`config.mk`:
```
export PLATFORM = sky130hd
export DESIGN_NAME = fetch_redirect_ctrl_flat
export DESIGN_NICKNAME = d
export VERILOG_FILES = /design/src/rtl/fetch_ctrl_pkg.sv /design/src/rtl/fetch_redirect_ctrl_if.sv /design/src/rtl/redirect_prio_sel.sv /design/src/rtl/fetch_redirect_ctrl.sv /design/src/flat_wrapper.sv
export SDC_FILE = /design/constraint.sdc
export NUM_CORES = 1
export LEC_CHECK = 0
export CAP_MARGIN = 20
export CORE_MARGIN = 8
export CORE_UTILIZATION = 37
export CTS_CLUSTER_SIZE = 30
export DETAILED_ROUTE_END_ITERATION = 10
export GPL_ROUTABILITY_DRIVEN = 0
export MAX_ROUTING_LAYER = met4
export PLACE_DENSITY = 0.84
export SETUP_SLACK_MARGIN = 0.05
export SYNTH_ARGS = -nofsm -noshare
export SYNTH_HDL_FRONTEND = slang
export SYNTH_HIERARCHICAL = 1
export SYNTH_SLANG_ARGS = --single-unit
```
`constraint.sdc`:
```
create_clock -name clk -period 1.8 [get_ports clk]
set_clock_uncertainty 0.1 [all_clocks]
set_input_delay 0.27 -clock clk [delete_from_list [all_inputs] [get_ports clk]]
set_output_delay 0.27 -clock clk [all_outputs]
set_load 0.1 [all_outputs]
```
`src/rtl/fetch_ctrl_pkg.sv`:
```
// Shared types for the fetch redirect controller and its redirect-priority select.
// State and source codes are visible to the commit unit and the testbench.
package fetch_ctrl_pkg;

    typedef enum logic [1:0] {
        RUN    = 2'd0,
        FLUSH  = 2'd1,
        REFILL = 2'd2,
        HALT   = 2'd3
    } fetch_ctrl_state_t;

    typedef enum logic [1:0] {
        SRC_TRAP = 2'd0,
        SRC_L0   = 2'd1,
        SRC_L1   = 2'd2,
        SRC_L2   = 2'd3
    } redirect_src_t;

    localparam logic [1:0] ST_RUN    = 2'(RUN);
    localparam logic [1:0] ST_FLUSH  = 2'(FLUSH);
    localparam logic [1:0] ST_REFILL = 2'(REFILL);
    localparam logic [1:0] ST_HALT   = 2'(HALT);

    localparam int REFILL_CNT_W = 4;

endpackage

```
`src/rtl/fetch_redirect_ctrl_if.sv`:
```
// Redirect request / fetch control bundle between BRAT+commit and the fetch buffer.
// slave = the controller, master = the surrounding pipeline (or a testbench).
interface fetch_redirect_ctrl_if #(
    parameter int DATA_WIDTH = 32,
    parameter int RAS_PTR_W  = 3,
    parameter int CNT_WIDTH  = 16
);
    logic                  misprediction_i_0;
    logic                  misprediction_i_1;
    logic                  misprediction_i_2;
    logic [DATA_WIDTH-1:0] correct_pc_i_0;
    logic [DATA_WIDTH-1:0] correct_pc_i_1;
    logic [DATA_WIDTH-1:0] correct_pc_i_2;
    logic [RAS_PTR_W-1:0]  ras_tos_i_0;
    logic [RAS_PTR_W-1:0]  ras_tos_i_1;
    logic [RAS_PTR_W-1:0]  ras_tos_i_2;
    logic                  trap_valid_i;
    logic [DATA_WIDTH-1:0] trap_pc_i;
    logic                  halt_i;

    logic                  flush_o;
    logic                  pc_load_o;
    logic [DATA_WIDTH-1:0] pc_target_o;
    logic                  ras_restore_en_o;
    logic [RAS_PTR_W-1:0]  ras_restore_tos_o;
    logic                  buble_o;
    logic                  decode_hold_o;
    logic [1:0]            state_o;
    logic [CNT_WIDTH-1:0]  mispredict_count_o;

    modport slave (
        input  misprediction_i_0, misprediction_i_1, misprediction_i_2,
        input  correct_pc_i_0, correct_pc_i_1, correct_pc_i_2,
        input  ras_tos_i_0, ras_tos_i_1, ras_tos_i_2,
        input  trap_valid_i, trap_pc_i, halt_i,
        output flush_o, pc_load_o, pc_target_o, ras_restore_en_o,
        output ras_restore_tos_o, buble_o, decode_hold_o, state_o,
        output mispredict_count_o
    );

    modport master (
        output misprediction_i_0, misprediction_i_1, misprediction_i_2,
        output correct_pc_i_0, correct_pc_i_1, correct_pc_i_2,
        output ras_tos_i_0, ras_tos_i_1, ras_tos_i_2,
        output trap_valid_i, trap_pc_i, halt_i,
        input  flush_o, pc_load_o, pc_target_o, ras_restore_en_o,
        input  ras_restore_tos_o, buble_o, decode_hold_o, state_o,
        input  mispredict_count_o
    );

endinterface

```
`src/rtl/redirect_prio_sel.sv`:
```
// Fixed-priority redirect select: trap > lane 0 > lane 1 > lane 2.
// Purely combinational so the commit unit can reuse it.
module redirect_prio_sel
    import fetch_ctrl_pkg::*;
#(
    parameter int DATA_WIDTH = 32,
    parameter int RAS_PTR_W  = 3
) (
    input  logic                  trap_valid_i,
    input  logic [DATA_WIDTH-1:0] trap_pc_i,
    input  logic                  mis_0_i,
    input  logic                  mis_1_i,
    input  logic                  mis_2_i,
    input  logic [DATA_WIDTH-1:0] pc_0_i,
    input  logic [DATA_WIDTH-1:0] pc_1_i,
    input  logic [DATA_WIDTH-1:0] pc_2_i,
    input  logic [RAS_PTR_W-1:0]  tos_0_i,
    input  logic [RAS_PTR_W-1:0]  tos_1_i,
    input  logic [RAS_PTR_W-1:0]  tos_2_i,
    output logic                  valid_o,
    output redirect_src_t         src_o,
    output logic [DATA_WIDTH-1:0] pc_o,
    output logic [RAS_PTR_W-1:0]  tos_o
);

    // Pick the oldest redirect; traps carry no RAS checkpoint.
    always_comb begin
        valid_o = 1'b1;
        src_o   = SRC_TRAP;
        pc_o    = '0;
        tos_o   = '0;
        if (trap_valid_i) begin
            src_o = SRC_TRAP;
            pc_o  = trap_pc_i;
        end else if (mis_0_i) begin
            src_o = SRC_L0;
            pc_o  = pc_0_i;
            tos_o = tos_0_i;
        end else if (mis_1_i) begin
            src_o = SRC_L1;
            pc_o  = pc_1_i;
            tos_o = tos_1_i;
        end else if (mis_2_i) begin
            src_o = SRC_L2;
            pc_o  = pc_2_i;
            tos_o = tos_2_i;
        end else begin
            valid_o = 1'b0;
        end
    end

endmodule

```
`src/rtl/fetch_redirect_ctrl.sv`:
```
// Fetch redirect sequencer: one flush/PC-load/RAS-restore event per redirect,
// then a fixed decode-hold refill window; halt stalls fetch while no redirect is pending.
module fetch_redirect_ctrl
    import fetch_ctrl_pkg::*;
#(
    parameter int DATA_WIDTH    = 32,
    parameter int RAS_PTR_W     = 3,
    parameter int REFILL_CYCLES = 2,
    parameter int CNT_WIDTH     = 16
) (
    input  logic                  clk,
    input  logic                  rst_n,
    fetch_redirect_ctrl_if.slave  bus
);

    logic                    sel_valid_s;
    redirect_src_t           sel_src_s;
    logic [DATA_WIDTH-1:0]   sel_pc_s;
    logic [RAS_PTR_W-1:0]    sel_tos_s;
    logic                    sel_is_mis_s;

    logic [1:0]              state_d, state_q;
    logic [REFILL_CNT_W-1:0] cnt_d, cnt_q;
    logic                    flush_d, flush_q;
    logic                    ras_en_d, ras_en_q;
    logic [DATA_WIDTH-1:0]   target_d, target_q;
    logic [RAS_PTR_W-1:0]    tos_d, tos_q;
    logic                    buble_d, buble_q;
    logic                    hold_d, hold_q;
    logic [CNT_WIDTH-1:0]    mcnt_d, mcnt_q;

    redirect_prio_sel #(
        .DATA_WIDTH (DATA_WIDTH),
        .RAS_PTR_W  (RAS_PTR_W)
    ) u_sel (
        .trap_valid_i (bus.trap_valid_i),
        .trap_pc_i    (bus.trap_pc_i),
        .mis_0_i      (bus.misprediction_i_0),
        .mis_1_i      (bus.misprediction_i_1),
        .mis_2_i      (bus.misprediction_i_2),
        .pc_0_i       (bus.correct_pc_i_0),
        .pc_1_i       (bus.correct_pc_i_1),
        .pc_2_i       (bus.correct_pc_i_2),
        .tos_0_i      (bus.ras_tos_i_0),
        .tos_1_i      (bus.ras_tos_i_1),
        .tos_2_i      (bus.ras_tos_i_2),
        .valid_o      (sel_valid_s),
        .src_o        (sel_src_s),
        .pc_o         (sel_pc_s),
        .tos_o        (sel_tos_s)
    );

    assign sel_is_mis_s = sel_valid_s && (sel_src_s != SRC_TRAP);

    // Next state and refill counter; a redirect pre-empts every state.
    always_comb begin
        state_d = state_q;
        cnt_d   = cnt_q;
        if (sel_valid_s) begin
            state_d = ST_FLUSH;
            cnt_d   = REFILL_CNT_W'(REFILL_CYCLES - 1);
        end else begin
            case (state_q)
                ST_RUN: begin
                    if (bus.halt_i) state_d = ST_HALT;
                    else            state_d = ST_RUN;
                end
                ST_FLUSH: begin
                    state_d = ST_REFILL;
                end
                ST_REFILL: begin
                    // FLUSH is the first cycle of the window, so leave on the last count.
                    if (cnt_q <= REFILL_CNT_W'(1)) begin
                        cnt_d   = '0;
                        state_d = bus.halt_i ? ST_HALT : ST_RUN;
                    end else begin
                        cnt_d = cnt_q - REFILL_CNT_W'(1);
                    end
                end
                ST_HALT: begin
                    if (bus.halt_i) state_d = ST_HALT;
                    else            state_d = ST_RUN;
                end
                default: begin
                    state_d = ST_RUN;
                    cnt_d   = '0;
                end
            endcase
        end
    end

    // Output values for the cycle after this edge, derived from the next state.
    always_comb begin
        flush_d  = sel_valid_s;
        ras_en_d = sel_is_mis_s;
        target_d = sel_valid_s  ? sel_pc_s  : target_q;
        tos_d    = sel_is_mis_s ? sel_tos_s : tos_q;
        buble_d  = (state_d == ST_FLUSH) || (state_d == ST_HALT);
        hold_d   = (state_d != ST_RUN);
        if (sel_is_mis_s && (mcnt_q != {CNT_WIDTH{1'b1}})) begin
            mcnt_d = mcnt_q + CNT_WIDTH'(1);
        end else begin
            mcnt_d = mcnt_q;
        end
    end

    // State, counter and output registers.
    always_ff @(posedge clk or negedge rst_n) begin
        if (!rst_n) begin
            state_q  <= ST_RUN;
            cnt_q    <= '0;
            flush_q  <= 1'b0;
            ras_en_q <= 1'b0;
            target_q <= '0;
            tos_q    <= '0;
            buble_q  <= 1'b0;
            hold_q   <= 1'b0;
            mcnt_q   <= '0;
        end else begin
            state_q  <= state_d;
            cnt_q    <= cnt_d;
            flush_q  <= flush_d;
            ras_en_q <= ras_en_d;
            target_q <= target_d;
            tos_q    <= tos_d;
            buble_q  <= buble_d;
            hold_q   <= hold_d;
            mcnt_q   <= mcnt_d;
        end
    end

    assign bus.flush_o            = flush_q;
    assign bus.pc_load_o          = flush_q;
    assign bus.pc_target_o        = target_q;
    assign bus.ras_restore_en_o   = ras_en_q;
    assign bus.ras_restore_tos_o  = tos_q;
    assign bus.buble_o            = buble_q;
    assign bus.decode_hold_o      = hold_q;
    assign bus.state_o            = state_q;
    assign bus.mispredict_count_o = mcnt_q;

endmodule

```
`src/flat_wrapper.sv`:
```
// flat-port wrapper written by rule: the top's interface ports become plain ports
module fetch_redirect_ctrl_flat import fetch_ctrl_pkg::*;
#(
    parameter int DATA_WIDTH    = 32,
    parameter int RAS_PTR_W     = 3,
    parameter int REFILL_CYCLES = 2,
    parameter int CNT_WIDTH     = 16
)
  (clk, rst_n, bus_misprediction_i_0, bus_misprediction_i_1, bus_misprediction_i_2, bus_correct_pc_i_0, bus_correct_pc_i_1, bus_correct_pc_i_2, bus_ras_tos_i_0, bus_ras_tos_i_1, bus_ras_tos_i_2, bus_trap_valid_i, bus_trap_pc_i, bus_halt_i, bus_flush_o, bus_pc_load_o, bus_pc_target_o, bus_ras_restore_en_o, bus_ras_restore_tos_o, bus_buble_o, bus_decode_hold_o, bus_state_o, bus_mispredict_count_o);
  fetch_redirect_ctrl_if #(.DATA_WIDTH(DATA_WIDTH), .RAS_PTR_W(RAS_PTR_W), .CNT_WIDTH(CNT_WIDTH)) bus_i ();
  input  logic clk;
  input  logic rst_n;
  input wire logic [$bits(bus_i.misprediction_i_0)-1:0] bus_misprediction_i_0;
  input wire logic [$bits(bus_i.misprediction_i_1)-1:0] bus_misprediction_i_1;
  input wire logic [$bits(bus_i.misprediction_i_2)-1:0] bus_misprediction_i_2;
  input wire logic [$bits(bus_i.correct_pc_i_0)-1:0] bus_correct_pc_i_0;
  input wire logic [$bits(bus_i.correct_pc_i_1)-1:0] bus_correct_pc_i_1;
  input wire logic [$bits(bus_i.correct_pc_i_2)-1:0] bus_correct_pc_i_2;
  input wire logic [$bits(bus_i.ras_tos_i_0)-1:0] bus_ras_tos_i_0;
  input wire logic [$bits(bus_i.ras_tos_i_1)-1:0] bus_ras_tos_i_1;
  input wire logic [$bits(bus_i.ras_tos_i_2)-1:0] bus_ras_tos_i_2;
  input wire logic [$bits(bus_i.trap_valid_i)-1:0] bus_trap_valid_i;
  input wire logic [$bits(bus_i.trap_pc_i)-1:0] bus_trap_pc_i;
  input wire logic [$bits(bus_i.halt_i)-1:0] bus_halt_i;
  output wire logic [$bits(bus_i.flush_o)-1:0] bus_flush_o;
  output wire logic [$bits(bus_i.pc_load_o)-1:0] bus_pc_load_o;
  output wire logic [$bits(bus_i.pc_target_o)-1:0] bus_pc_target_o;
  output wire logic [$bits(bus_i.ras_restore_en_o)-1:0] bus_ras_restore_en_o;
  output wire logic [$bits(bus_i.ras_restore_tos_o)-1:0] bus_ras_restore_tos_o;
  output wire logic [$bits(bus_i.buble_o)-1:0] bus_buble_o;
  output wire logic [$bits(bus_i.decode_hold_o)-1:0] bus_decode_hold_o;
  output wire logic [$bits(bus_i.state_o)-1:0] bus_state_o;
  output wire logic [$bits(bus_i.mispredict_count_o)-1:0] bus_mispredict_count_o;
  assign bus_i.misprediction_i_0 = bus_misprediction_i_0;
  assign bus_i.misprediction_i_1 = bus_misprediction_i_1;
  assign bus_i.misprediction_i_2 = bus_misprediction_i_2;
  assign bus_i.correct_pc_i_0 = bus_correct_pc_i_0;
  assign bus_i.correct_pc_i_1 = bus_correct_pc_i_1;
  assign bus_i.correct_pc_i_2 = bus_correct_pc_i_2;
  assign bus_i.ras_tos_i_0 = bus_ras_tos_i_0;
  assign bus_i.ras_tos_i_1 = bus_ras_tos_i_1;
  assign bus_i.ras_tos_i_2 = bus_ras_tos_i_2;
  assign bus_i.trap_valid_i = bus_trap_valid_i;
  assign bus_i.trap_pc_i = bus_trap_pc_i;
  assign bus_i.halt_i = bus_halt_i;
  assign bus_flush_o = bus_i.flush_o;
  assign bus_pc_load_o = bus_i.pc_load_o;
  assign bus_pc_target_o = bus_i.pc_target_o;
  assign bus_ras_restore_en_o = bus_i.ras_restore_en_o;
  assign bus_ras_restore_tos_o = bus_i.ras_restore_tos_o;
  assign bus_buble_o = bus_i.buble_o;
  assign bus_decode_hold_o = bus_i.decode_hold_o;
  assign bus_state_o = bus_i.state_o;
  assign bus_mispredict_count_o = bus_i.mispredict_count_o;
  fetch_redirect_ctrl #(.DATA_WIDTH(DATA_WIDTH), .RAS_PTR_W(RAS_PTR_W), .REFILL_CYCLES(REFILL_CYCLES), .CNT_WIDTH(CNT_WIDTH)) u_core (.clk(clk), .rst_n(rst_n), .bus(bus_i));
endmodule
```
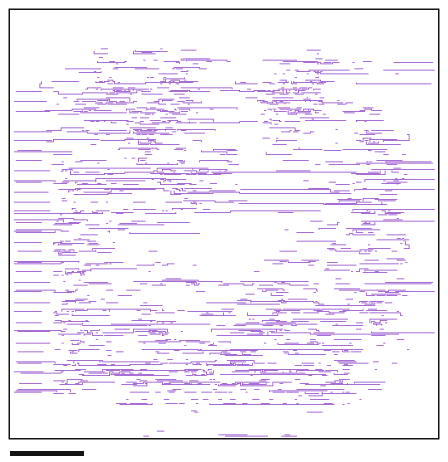
Figure 1: metal 1.
Scale bar: 20 um.
wire length on this layer = 5,090 um
share of all routed wire = 39%
nets with wire on the layer = 597

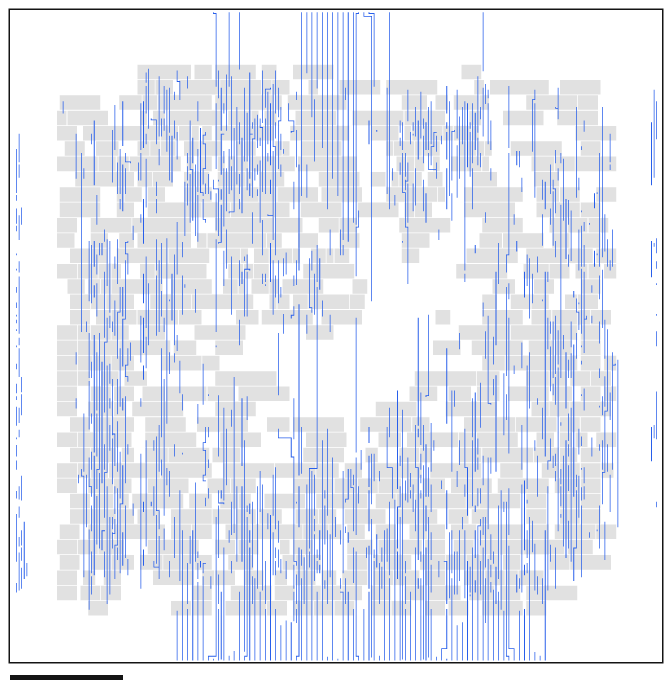
Figure 2: met2 routing.
Scale bar: 20 um.
wire length on this layer = 6,700 um
main direction = vertical
share of all routed wire = 51%

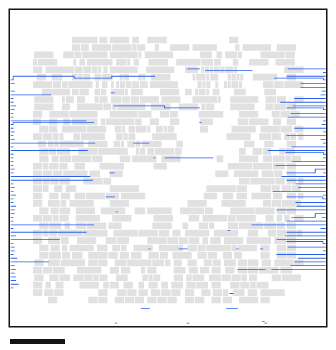
Figure 3: signal wires on met3.
Scale bar: 20 um.
main direction = horizontal
share of all routed wire = 8.3%
wire length on this layer = 1,090 um
nets with wire on the layer = 121

==> reports/metrics.cfg <==
[clock_tree]
path_clk_slew_ns=0.08
cts_htree_levels=3
clk_path_buf_depth=2
cts_buffers=9
clock.latency.late_pin_ns=0.34
cts_root_buf=clkbuf_8
cts_tree=done
cts_num_sinks=60

[setup_path]
cpPeakStageDelay_ns=0.48
crit_required_ns=1.95
worstSetupStartpointType=flop
end_kind=flop
cp_common_cell=nand4_1
crit_chain=ha_4 > nand4_1 > o41a_1 > buf_6 > nand4_1 > xnor2_1
critical_path_class=flop to flop
worst_path_max_delay_cell=o41a_1
r2r_cells=6
critical_path_arrival_ns=1.92
crit_fanout=4

[timing]
fin_ws_ns=0.0371
holdWs_ns=0.355
slew_headroom_pct=65.4
tightestPinTransition_ns=0.515
hold_viol=0
fin_crit_ns=1.76
setup_viol=0
rsz0062_at_grt=true
fin_crit_sh_pct=97.9
max_freq_mhz=567
tns_ns=0
final-max-slew-violation-count=0

[global_routing]
grt_pass1_vias=3975
grt_max_degree=61
grt_overflow=0
grtUsageTotal_pct=20.3
grt_pass1_wl_mm=20.5
grt_antenna_before_repair=0

[detailed_routing]
dr.first_iter.drc_count=156
dr_total_vias=3560
drc=0
via_per_inst=5.26
drt-pass1-iter-count=4
antenna_left=0
routed_wirelength_mm=13.2
wl_per_cell_um=19.4

[yosys]
async_flop_share_pct=100
ys.flops=60
synth_nets=475
ys_seq_share_pct=40.8
edf_count=0
ys_chip_area_mm2=0.00368
avgSynthCellArea_um2=11.3
syn_area_mm2=0.00368
syn_inst=326
ys_warn_count=6
synth_stat.cells=326
ys_types=46
ys.flop_type=dfrtp_1

[layout]
finalNonFillerCells=677
layout-drive-gt1-share_pct=41.5
fin_util_pct=69.7
finalInstanceArea_mm2=0.00678
synthToLayoutAreaGrowth_pct=84.4
nets=688
diodes=0
layout_top_cell=clkdlybuf4s50_1
final_cell_mix=138 x clkdlybuf4s50_1, 61 x buf_12, 42 x dfrtp_1

[floorplan]
fp_util_pct=37.8
io_pins=202
die_w_um=116
core_mm2=0.00973
dieArea_mm2=0.0134
die_h_um=116
rows=36

[power]
vdd_drop_max_uv=1110
leakage_nw=2.65
power.total_w=0.00625
power.density_mw_per_mm2=921

[flow_run]
cap_violations=0
warnings=30

[worst_hold_path]
hp-class=primary input to async pin

[place]
portBuffers=201
place_area_mm2=0.00649
place_ws_ns=-0.390
dpl.hpwl_mm=10.4
dp_cells=657

[run_status]
status=finished clean

-- layout make-up --
type | instances | area (um^2)
Timing Repair Buffer | 229 | 2840
Sequential cell | 60 | 1560
Inverter | 7 | 26.3
Clock buffer | 9 | 124
Multi-Input combinational cell | 232 | 1950
Fill cell | 689 | 2950
Clock inverter | 7 | 124
Tap cell | 133 | 166
-- per-layer routing --
metal	vias up	routed length, um	track usage, %
li1	1652	-	-
met2	137	6700	34.6
met5	-	0	-
met4	0	281	7.43
met3	24	1090	6.04
met1	1747	5090	22.0
-- kinds of logic after synthesis --
family	after synthesis	synth area share [%]
buf+inv	34	6.97
simple gates	62	9.12
mux	38	11.6
flops	60	40.8
compound gates	113	26.5
xor+xnor	14	3.33
fa+ha+maj	5	1.70
-- registers in the layout, summed over array words and instances, names as in the netlist --
signal / cells
u_core/bus.decode_hold_o: 1
u_core/bus.pc_target_o: 32
u_core/bus.mispredict_count_o: 16
u_core/bus.ras_restore_en_o: 1
u_core/cnt_q: 4
u_core/bus.flush_o: 1
u_core/bus.state_o: 2
u_core/bus.ras_restore_tos_o: 3
-- report_power, final --
group          switching [W]  internal (W)  total (W)
clock               0.000595      0.000929    0.00152
combinational        0.00171       0.00124    0.00295
sequential          0.000231       0.00154    0.00177
-- critical path, delay by kind of cell (launching register included) --
kind | cells | cell delay (ns)
AOI/OAI and AO/OA | 1 | 0.48
DFF | 1 | 0.45
and+or+nand+nor | 2 | 0.21
buffers and inverters | 1 | 0.17
adders and majority gates | 1 | 0.14
xor gates and xnor gates | 1 | 0.12
-- worst paths after layout --
| kind | from | endpoint | slack (ns) |
|---|---|---|---|
| worst max-delay path | u_core/bus.mispredict_count_o[1] | u_core/bus.mispredict_count_o[7] | 0.04 |
| worst min-delay path | rst_n | u_core/bus.mispredict_count_o[1] | 0.35 |
| worst max register to register | u_core/bus.mispredict_count_o[1] | u_core/bus.mispredict_count_o[7] | 0.04 |
| worst min register to register | u_core/bus.mispredict_count_o[7] | u_core/bus.mispredict_count_o[7] | 0.43 |
| max in group asynchronous | rst_n | u_core/bus.mispredict_count_o[5] | 0.94 |
| min in group clk | u_core/bus.mispredict_count_o[7] | u_core/bus.mispredict_count_o[7] | 0.43 |
-- cells in the mapped netlist, drive strengths merged (2+ instances only) --
library cell | instances | area, um^2
buf | 24 | 215
nor3 | 4 | 20.0
nor2 | 15 | 63.8
mux2 | 37 | 417
xnor2 | 10 | 87.6
o211ai | 2 | 15.0
nand2b | 2 | 20.0
nor2b | 3 | 21.3
nand3 | 7 | 40.0
dfrtp | 60 | 1500
nand4 | 8 | 56.3
a22oi | 32 | 385
clkbuf | 3 | 15.0
nand2 | 15 | 56.3
ha | 5 | 62.6
o22ai | 32 | 200
inv | 7 | 26.3
a221oi | 3 | 26.3
nor4 | 2 | 12.5
xor2 | 4 | 35.0
a21oi | 39 | 308
-- what timing repair did --
| item | CTS | global route |
|---|---|---|
| hold buffers | 1 | 0 |
| setup endpoints to repair | 40 | 13 |
| buffers inserted | 0 | 3 |
| pin swaps | 1 | 5 |
| resized | 4 | 4 |
| endpoints found under the hold margin | 60 | 0 |
